Run 1, met1 routing:
(6 px per um) Supply wires on this layer in gray. Cells faint in the background.
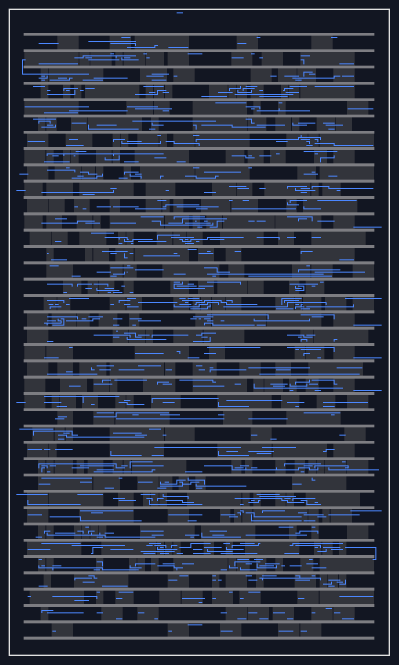
Run 1, metal 2:
(6 px per um)
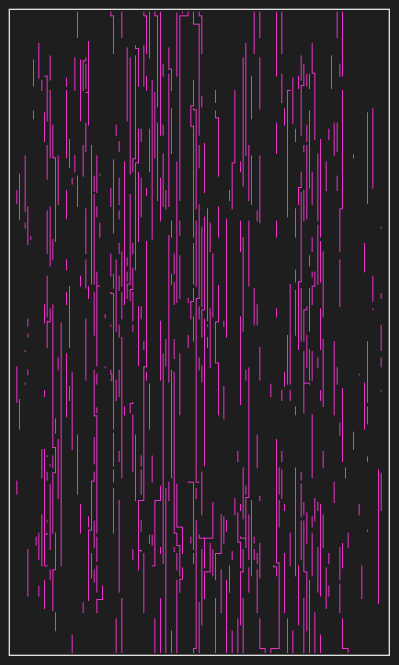
Run 1, met3 routing:
(6 px per um) Cells faint in the background.
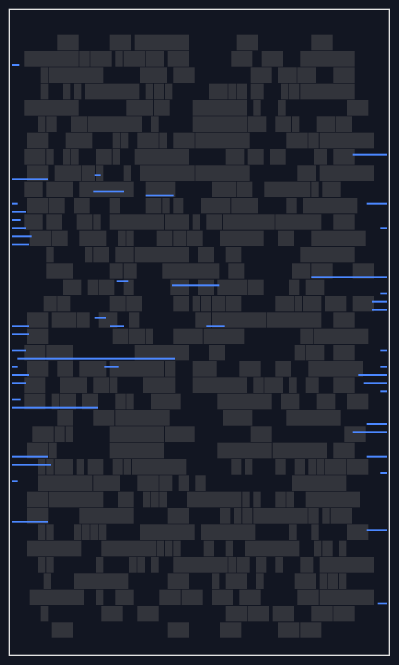
### config.mk
export PLATFORM = sky130hd
export DESIGN_NAME = arith_engine_driver_flat
export DESIGN_NICKNAME = d
export VERILOG_FILES = /design/src/rtl/arith_engine_driver_if.sv /design/src/rtl/arith_engine_driver.sv /design/src/flat_wrapper.sv
export SDC_FILE = /design/constraint.sdc
export NUM_CORES = 1
export LEC_CHECK = 0
export CORE_ASPECT_RATIO = 1.75
export CORE_MARGIN = 2
export CORE_UTILIZATION = 40
export DETAILED_ROUTE_END_ITERATION = 10
export PLACE_DENSITY_LB_ADDON = 0.05
export REMOVE_ABC_BUFFERS = 1
export SLEW_MARGIN = 40
export SYNTH_ARGS = -nofsm -noshare
export SYNTH_HDL_FRONTEND = slang
export SYNTH_SLANG_ARGS = --single-unit
### constraint.sdc
create_clock -name clk -period 1.7 [get_ports clk]
set_input_delay 0.255 -clock clk [delete_from_list [all_inputs] [get_ports clk]]
set_output_delay 0.255 -clock clk [all_outputs]
set_load 0.005 [all_outputs]
### src/rtl/arith_engine_driver_if.sv
// arith_engine_driver_if: command and response valid/ready channels between a command source and the driver.
interface arith_engine_driver_if #(
    parameter int DATA_W = 8
);
    logic              cmd_valid;
    logic              cmd_ready;
    logic [DATA_W-1:0] cmd_a;
    logic [DATA_W-1:0] cmd_b;
    logic [2:0]        cmd_op;
    logic              rsp_valid;
    logic              rsp_ready;
    logic [DATA_W-1:0] rsp_result;
    logic              rsp_carry;
    logic              rsp_zero;
    logic              rsp_illegal;
    modport master (
        output cmd_valid, cmd_a, cmd_b, cmd_op, rsp_ready,
        input  cmd_ready, rsp_valid, rsp_result, rsp_carry, rsp_zero, rsp_illegal
    );
    modport slave (
        input  cmd_valid, cmd_a, cmd_b, cmd_op, rsp_ready,
        output cmd_ready, rsp_valid, rsp_result, rsp_carry, rsp_zero, rsp_illegal
    );
endinterface

### src/rtl/arith_engine_driver.sv
// arith_engine_driver: registers a command onto a combinational arithmetic engine, waits a settle time, and returns the sampled result with flags.
module arith_engine_driver #(
    parameter int DATA_W        = 8,
    parameter int SETTLE_CYCLES = 1,
    parameter int CNT_W         = 16
) (
    input  logic                 clk,
    input  logic                 rst_n,
    arith_engine_driver_if.slave bus,
    output logic [DATA_W-1:0]    eng_a,
    output logic [DATA_W-1:0]    eng_b,
    output logic [2:0]           eng_op,
    input  logic [DATA_W-1:0]    eng_result,
    output logic [CNT_W-1:0]     txn_count
);
    localparam int SW = SETTLE_CYCLES > 1 ? $clog2(SETTLE_CYCLES) : 1;
    typedef enum logic [1:0] {IDLE, SETTLE, RESP} state_t;
    state_t            state, state_nx;
    logic [SW-1:0]     cnt;
    logic              carry_q, illegal_q;
    logic              accept, sample, done;
    logic [DATA_W:0]   sum;
    logic              carry_pre, illegal_pre;
    logic [DATA_W-1:0] result_pre;
    assign accept          = bus.cmd_valid && bus.cmd_ready;
    assign sample          = state == SETTLE && cnt == '0;
    assign done            = state == RESP && bus.rsp_ready;
    assign bus.cmd_ready   = rst_n && state == IDLE;
    assign bus.rsp_valid   = state == RESP;
    // flags depend only on the operands, so they are fixed at accept time
    assign sum         = {1'b0, bus.cmd_a} + {1'b0, bus.cmd_b};
    assign illegal_pre = &bus.cmd_op[2:1];
    assign carry_pre   = bus.cmd_op == 3'd4 ? sum[DATA_W] :
                         bus.cmd_op == 3'd5 ? bus.cmd_a < bus.cmd_b : 1'b0;
    assign result_pre  = illegal_q ? '0 : eng_result;
    always_ff @(posedge clk or negedge rst_n) begin
        if (!rst_n) state <= IDLE;
        else        state <= state_nx;
    end
    always_comb begin
        state_nx = state;
        case (state)
            IDLE:    state_nx = accept ? SETTLE : IDLE;
            SETTLE:  state_nx = sample ? RESP : SETTLE;
            RESP:    state_nx = done ? IDLE : RESP;
            default: state_nx = IDLE;
        endcase
    end
    always_ff @(posedge clk or negedge rst_n) begin
        if (!rst_n) begin
            eng_a           <= '0;
            eng_b           <= '0;
            eng_op          <= '0;
            cnt             <= '0;
            carry_q         <= 1'b0;
            illegal_q       <= 1'b0;
            bus.rsp_result  <= '0;
            bus.rsp_carry   <= 1'b0;
            bus.rsp_zero    <= 1'b0;
            bus.rsp_illegal <= 1'b0;
            txn_count       <= '0;
        end else begin
            if (accept) begin
                eng_a     <= bus.cmd_a;
                eng_b     <= bus.cmd_b;
                eng_op    <= bus.cmd_op;
                carry_q   <= carry_pre;
                illegal_q <= illegal_pre;
                cnt       <= SW'(SETTLE_CYCLES - 1);
            end
            if (state == SETTLE && !sample) cnt <= cnt - 1'b1;
            if (sample) begin
                bus.rsp_result  <= result_pre;
                bus.rsp_zero    <= result_pre == '0;
                bus.rsp_carry   <= carry_q;
                bus.rsp_illegal <= illegal_q;
            end
            if (done) txn_count <= txn_count + 1'b1;
        end
    end
endmodule
### src/flat_wrapper.sv
// flat-port wrapper written by rule: the top's interface ports become plain ports
module arith_engine_driver_flat 
#(
    parameter int DATA_W        = 8,
    parameter int SETTLE_CYCLES = 1,
    parameter int CNT_W         = 16
)
  (clk, rst_n, eng_a, eng_b, eng_op, eng_result, txn_count, bus_cmd_valid, bus_cmd_a, bus_cmd_b, bus_cmd_op, bus_rsp_ready, bus_cmd_ready, bus_rsp_valid, bus_rsp_result, bus_rsp_carry, bus_rsp_zero, bus_rsp_illegal);
  arith_engine_driver_if #(.DATA_W(DATA_W)) bus_i ();
  input  logic clk;
  input  logic rst_n;
  output logic [DATA_W-1:0] eng_a;
  output logic [DATA_W-1:0] eng_b;
  output logic [2:0] eng_op;
  input  logic [DATA_W-1:0] eng_result;
  output logic [CNT_W-1:0] txn_count;
  input wire logic [$bits(bus_i.cmd_valid)-1:0] bus_cmd_valid;
  input wire logic [$bits(bus_i.cmd_a)-1:0] bus_cmd_a;
  input wire logic [$bits(bus_i.cmd_b)-1:0] bus_cmd_b;
  input wire logic [$bits(bus_i.cmd_op)-1:0] bus_cmd_op;
  input wire logic [$bits(bus_i.rsp_ready)-1:0] bus_rsp_ready;
  output wire logic [$bits(bus_i.cmd_ready)-1:0] bus_cmd_ready;
  output wire logic [$bits(bus_i.rsp_valid)-1:0] bus_rsp_valid;
  output wire logic [$bits(bus_i.rsp_result)-1:0] bus_rsp_result;
  output wire logic [$bits(bus_i.rsp_carry)-1:0] bus_rsp_carry;
  output wire logic [$bits(bus_i.rsp_zero)-1:0] bus_rsp_zero;
  output wire logic [$bits(bus_i.rsp_illegal)-1:0] bus_rsp_illegal;
  assign bus_i.cmd_valid = bus_cmd_valid;
  assign bus_i.cmd_a = bus_cmd_a;
  assign bus_i.cmd_b = bus_cmd_b;
  assign bus_i.cmd_op = bus_cmd_op;
  assign bus_i.rsp_ready = bus_rsp_ready;
  assign bus_cmd_ready = bus_i.cmd_ready;
  assign bus_rsp_valid = bus_i.rsp_valid;
  assign bus_rsp_result = bus_i.rsp_result;
  assign bus_rsp_carry = bus_i.rsp_carry;
  assign bus_rsp_zero = bus_i.rsp_zero;
  assign bus_rsp_illegal = bus_i.rsp_illegal;
  arith_engine_driver #(.DATA_W(DATA_W), .SETTLE_CYCLES(SETTLE_CYCLES), .CNT_W(CNT_W)) u_core (.clk(clk), .rst_n(rst_n), .bus(bus_i), .eng_a(eng_a), .eng_b(eng_b), .eng_op(eng_op), .eng_result(eng_result), .txn_count(txn_count));
endmodule
==> reports/metrics.yaml, run 1 <==
crit_cells: 2
die_w_um: 63.10
tap_cells: 78
cts_tree: "built"
cts_root_buffer: "clkbuf_8"
cp_cell_sequence: "nor2_2, clkdlybuf4s50_1"
avgSynthCellArea_um2: 10.14
vdd_drop_max_v: 0.0005065
required_ps: 1440
fp-utilization_pct: 41.58
crit_start: "u_core.state[0]"
min_path_cells: 4
cp_max_fo: 4
flop_area_um2: 1277
pg_comb_mw: 1.39
seq_area_share_pct: 34.45
powerDensity_nw_per_um2: 1048
viasPerCell: 4.817
dpl_cell_area_um2: 3516
leakagePower_nw: 1.778
dpl.hpwl_um: 4471
yosysTopAreaCellShare_pct: 52.20
routabilityCongestion: 0.8345
path_class: "flop to primary output"
ys_area_um2: 2445
io_buffers: 78
pwr-share-comb_pct: 35.9
synthTopCellsByCount: "nand2_1 (67), dfrtp_1 (51), o21ai_0 (19), ha_1 (15), inv_1 (11)"
endpoint: "bus_rsp_valid"
nNonClkInverters: 12
slowest_delay_ps: 510
rows: 37
top_area_cell: "dfrtp_1"
clockPowerShare_pct: 19.7
timing.rr.end: "u_core.txn_count[15]"
hold_viol_final: 0
status: "finished, final reports clean"
overflow: 0
fin_nets: 399
synth_seq_share_pct: 52.20
netlist_area_um2: 2445
nFillCells: 539
max_freq_mhz: 614.4
p_seq_share_pct: 44.4
crit_family: "buffers and inverters"
min-delay-path-class: "input pin to flop"
skew_ps: 7.968
crit_arrival_ps: 1370
top_cell: "nand2_1"
r2r_slack_ps: 160
setup_viol: 0
highest_layer: "met4"
mi_logic_area_um2: 1152
drive_gt1_share_pct: 17.80
clk_path_buf_depth: 2
clock-sinks: 51
yosysWarnings: 0
About 'met1 routing':
longest straight run: 19.3 um
nets with wire on the layer: 342
main direction: horizontal
wire length on this layer: 2,120 um
met1 global-route usage: 19.66%
via count: 2,081
drt total wl: 5711 um

About 'metal 2':
main direction: vertical
share of all routed wire: 58%
nets with wire on the layer: 344
longest straight run: 40.5 um
wire length on this layer: 3,290 um
met2 GRT Util: 34.04%

About 'met3 routing':
wire length on this layer: 172 um
longest straight run: 26.0 um
M3 GR Usage: 1.883%

## run 1: what timing repair did
action,4_1_cts,5_1_grt
endpoints found under the hold margin,12,0
buffers inserted,1,2
endpoints found under the setup margin,3,3
pin swaps,4,1
resized,15,5
hold buffers,1,0
## run 1: metrics by stage
step	hold slack (ps)	instances	power (mW)	utilization, %
2_1_floorplan	-40.59	233	2.177	-
3_3_place_gp	247.4	420	3.122	59.80
3_5_place_dp	256.0	420	3.144	59.80
4_1_cts	395.8	430	3.933	62.69
5_1_grt	392.9	432	4.133	63.08
6_report	386.4	432	3.887	63.08
## run 1: tightest hold or removal path: stages
cell            delay (ps)
dlymetal6s2s_1         150
buf_4                  140
nand2_1                 50
nand2_1                 50
## run 1: cells in the final DEF (no fill, tap or decap), types with 2 or more instances in the layout
cell type,instances
o31ai_1,2
dlygate4sd2_1,5
mux2_2,2
dfrtp_1,50
inv_2,3
xnor2_1,9
nor4_1,2
nor3_1,4
nand4_1,4
o21ai_0,19
a211oi_1,2
nand2b_1,4
nor2_1,5
nand3_1,6
nor4_4,2
nand2_1,67
clkbuf_8,7
buf_4,34
ha_4,4
xor2_1,6
inv_1,8
clkdlybuf4s50_1,70
nand4bb_1,2
ha_1,11
## run 1: kinds of logic (layout without fill, tap and decap cells)
kind of cell,count (synthesis),count (layout),share of synthesized area [%]
and+or+nand+nor,107,107,23.03
DFF,51,51,52.20
AOI/OAI and AO/OA,31,31,7.523
buffers and inverters,20,133,3.275
adders and majority gates,15,15,7.677
xor gates and xnor gates,15,15,5.374
muxes,2,2,0.9211
==> run 2: changes to the inputs <==
--- a/config.mk
+++ b/config.mk
@@ -11,6 +11,7 @@
 export DETAILED_ROUTE_END_ITERATION = 10
 export PLACE_DENSITY_LB_ADDON = 0.05
 export REMOVE_ABC_BUFFERS = 1
+export SKIP_CTS_REPAIR_TIMING = 1
 export SLEW_MARGIN = 40
 export SYNTH_ARGS = -nofsm -noshare
 export SYNTH_HDL_FRONTEND = slang
==> constraint.sdc (replaced) <==
create_clock -name clk -period 1.7 [get_ports clk]
set_input_delay 0.51 -clock clk [delete_from_list [all_inputs] [get_ports clk]]
set_output_delay 0.51 -clock clk [all_outputs]
set_load 0.005 [all_outputs]
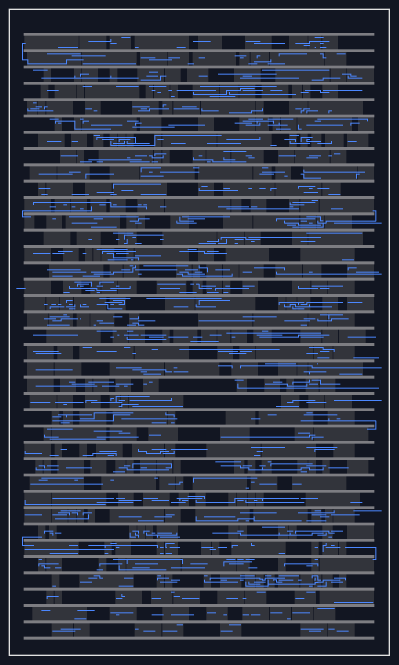
Run 2: met1 routing
(6 px per um) Supply wires on this layer in gray. Cells faint in the background.
met1 global-route usage: 18.31%
drt total wl: 6281 um
via count: 2,171

==> reports/metrics.yaml, run 2 <==
instances_no_fill: 462  # was 432
clock-sinks: 51  # unchanged
leakagePower_nw: 2.535  # was 1.778 nW
violations: "setup timing"
crit_arrival_ps: 1220  # was 1370 ps
netlist_area_um2: 2445  # unchanged
path_class: "flop to primary output"  # unchanged
status: "complete, but fails checks"  # was finished, final reports clean
fin_hold_ws_ps: 452.7  # was 386.4 ps
yosysWarnings: 0  # unchanged
cts_tree: "built"  # unchanged
dp.cells: 428  # was 420
synth_seq_share_pct: 52.20  # unchanged
layout_setup_ws_ps: -32.87  # was 72.32 ps
timing.rr.end: "u_core.txn_count[8]"  # was u_core.txn_count[15]
avgSynthCellArea_um2: 10.14  # unchanged
routabilityCongestion: 0.8391  # was 0.8345
dpl.hpwl_um: 4522  # was 4471 um
r2r_slack_ps: 80  # was 160 ps
powerDensity_nw_per_um2: 986.3  # was 1048 nW/um^2
vdd_drop_max_v: 0.0006197  # was 0.0005065 V
drive_gt1_share_pct: 28.39  # was 17.80%
lay_top_count: "nand2_1"  # was clkdlybuf4s50_1
final_cell_mix: "nand2_1 (67), buf_4 (63), dfrtp_1 (50), dlymetal6s2s_1 (48), clkdlybuf4s50_1 (27)"  # was clkdlybuf4s50_1 (70), nand2_1 (67), dfrtp_1 (50), buf_4 (34), o21ai_0 (19)
yosysTopAreaCellShare_pct: 52.20  # unchanged
setup_viol: 1  # was 0
die_w_um: 63.10  # unchanged
viasPerCell: 4.699  # was 4.817
skew_ps: 10.36  # was 7.968 ps
fin_nets: 429  # was 399
top_cell: "nand2_1"  # unchanged
cp_max_fo: 2  # was 4
io_buffers: 78  # unchanged
crit_start: "u_core.state[1]"  # was u_core.state[0]
clk_path_buf_depth: 2  # unchanged
cp_cell_sequence: "buf_6, nor3b_2, buf_4, buf_6"  # was nor2_2, clkdlybuf4s50_1
top_area_cell: "dfrtp_1"  # unchanged
min-delay-path-class: "input pin to async pin"  # was input pin to flop
synthTopCellsByCount: "nand2_1 (67), dfrtp_1 (51), o21ai_0 (19), ha_1 (15), inv_1 (11)"  # unchanged
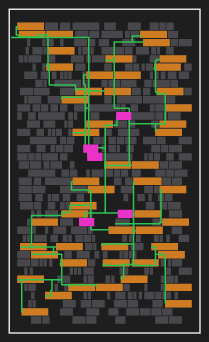
Run 2: clock wires, drivers and flops
(3 px per um)
[flip-flops] orange | count: 51
[clock wires] green | length: 610 um
[clock-net drivers] magenta | count: 5
routed clock nets: 6
flops lie: spread over the die

-- run 2: cell counts after synthesis --
Identical to the previous run, type by type.
-- run 2: worst max path at each step --
stage,end,slack (ps),depth (start not counted)
final,bus_cmd_ready,-30,4
after global routing,bus_cmd_ready,-100,4
after CTS,bus_cmd_ready,-400,3
after detailed placement,u_core.carry_q,-700,7
after global placement,u_core.carry_q,-640,7
after floorplan,u_core.carry_q,-190,4
-- run 2: cells by family after synthesis --
kind of cell / synth area share, %
buf+inv: 3.275
compound gates: 7.523
simple gates: 23.03
mux: 0.9211
xor+xnor: 5.374
flops: 52.20
fa+ha+maj: 7.677
-- run 2: layer usage --
metal  vias up  wire, um  GRT usage [%]  share of wire (%)
met4         0        65          5.714                1.0
li1       1089         -              -                  -
met2        44      3761          35.71                 60
met1      1033      2265          18.31                 36
met5         -         0              0                  0
met3         5       189          2.720                3.0
-- run 2: cell type report --
type                       count  area [um^2]  share of cell area [%]
clock buffer                   6        82.58                   1.980
clock inverter                 2        35.03                  0.8401
inverter                      12        45.04                   1.080
multi-input combinational    170         1236                   29.64
sequential                    51         1277                   30.63
tap                           78        97.59                   2.340
timing repair buffer         143         1396                   33.48
-- run 2: metrics by stage --
step,cell area (um^2),util (%)
floorplan,2410,-
global placement,3588,61.03
detailed placement,3588,61.03
CTS,3706,63.03
global route,4170,70.93
finish,4170,70.93
-- run 2: critical path, delay by kind of cell, from the launching register on --
kind | cells | cell delay, ps
flip-flops | 1 | 400
buffers and inverters | 3 | 340
AND/OR/NAND/NOR | 1 | 170
-- run 2: where the power goes --
group,leakage (nW),total (mW),internal [mW],switching (mW)
Sequential,0.654,1.73,1.53,0.193
Combinational,1.82,1.51,0.942,0.571
Clock,0.0612,0.873,0.477,0.396
Total,2.54,4.11,2.95,1.16
No activity file was given, so power comes from the tool's default toggle rates.
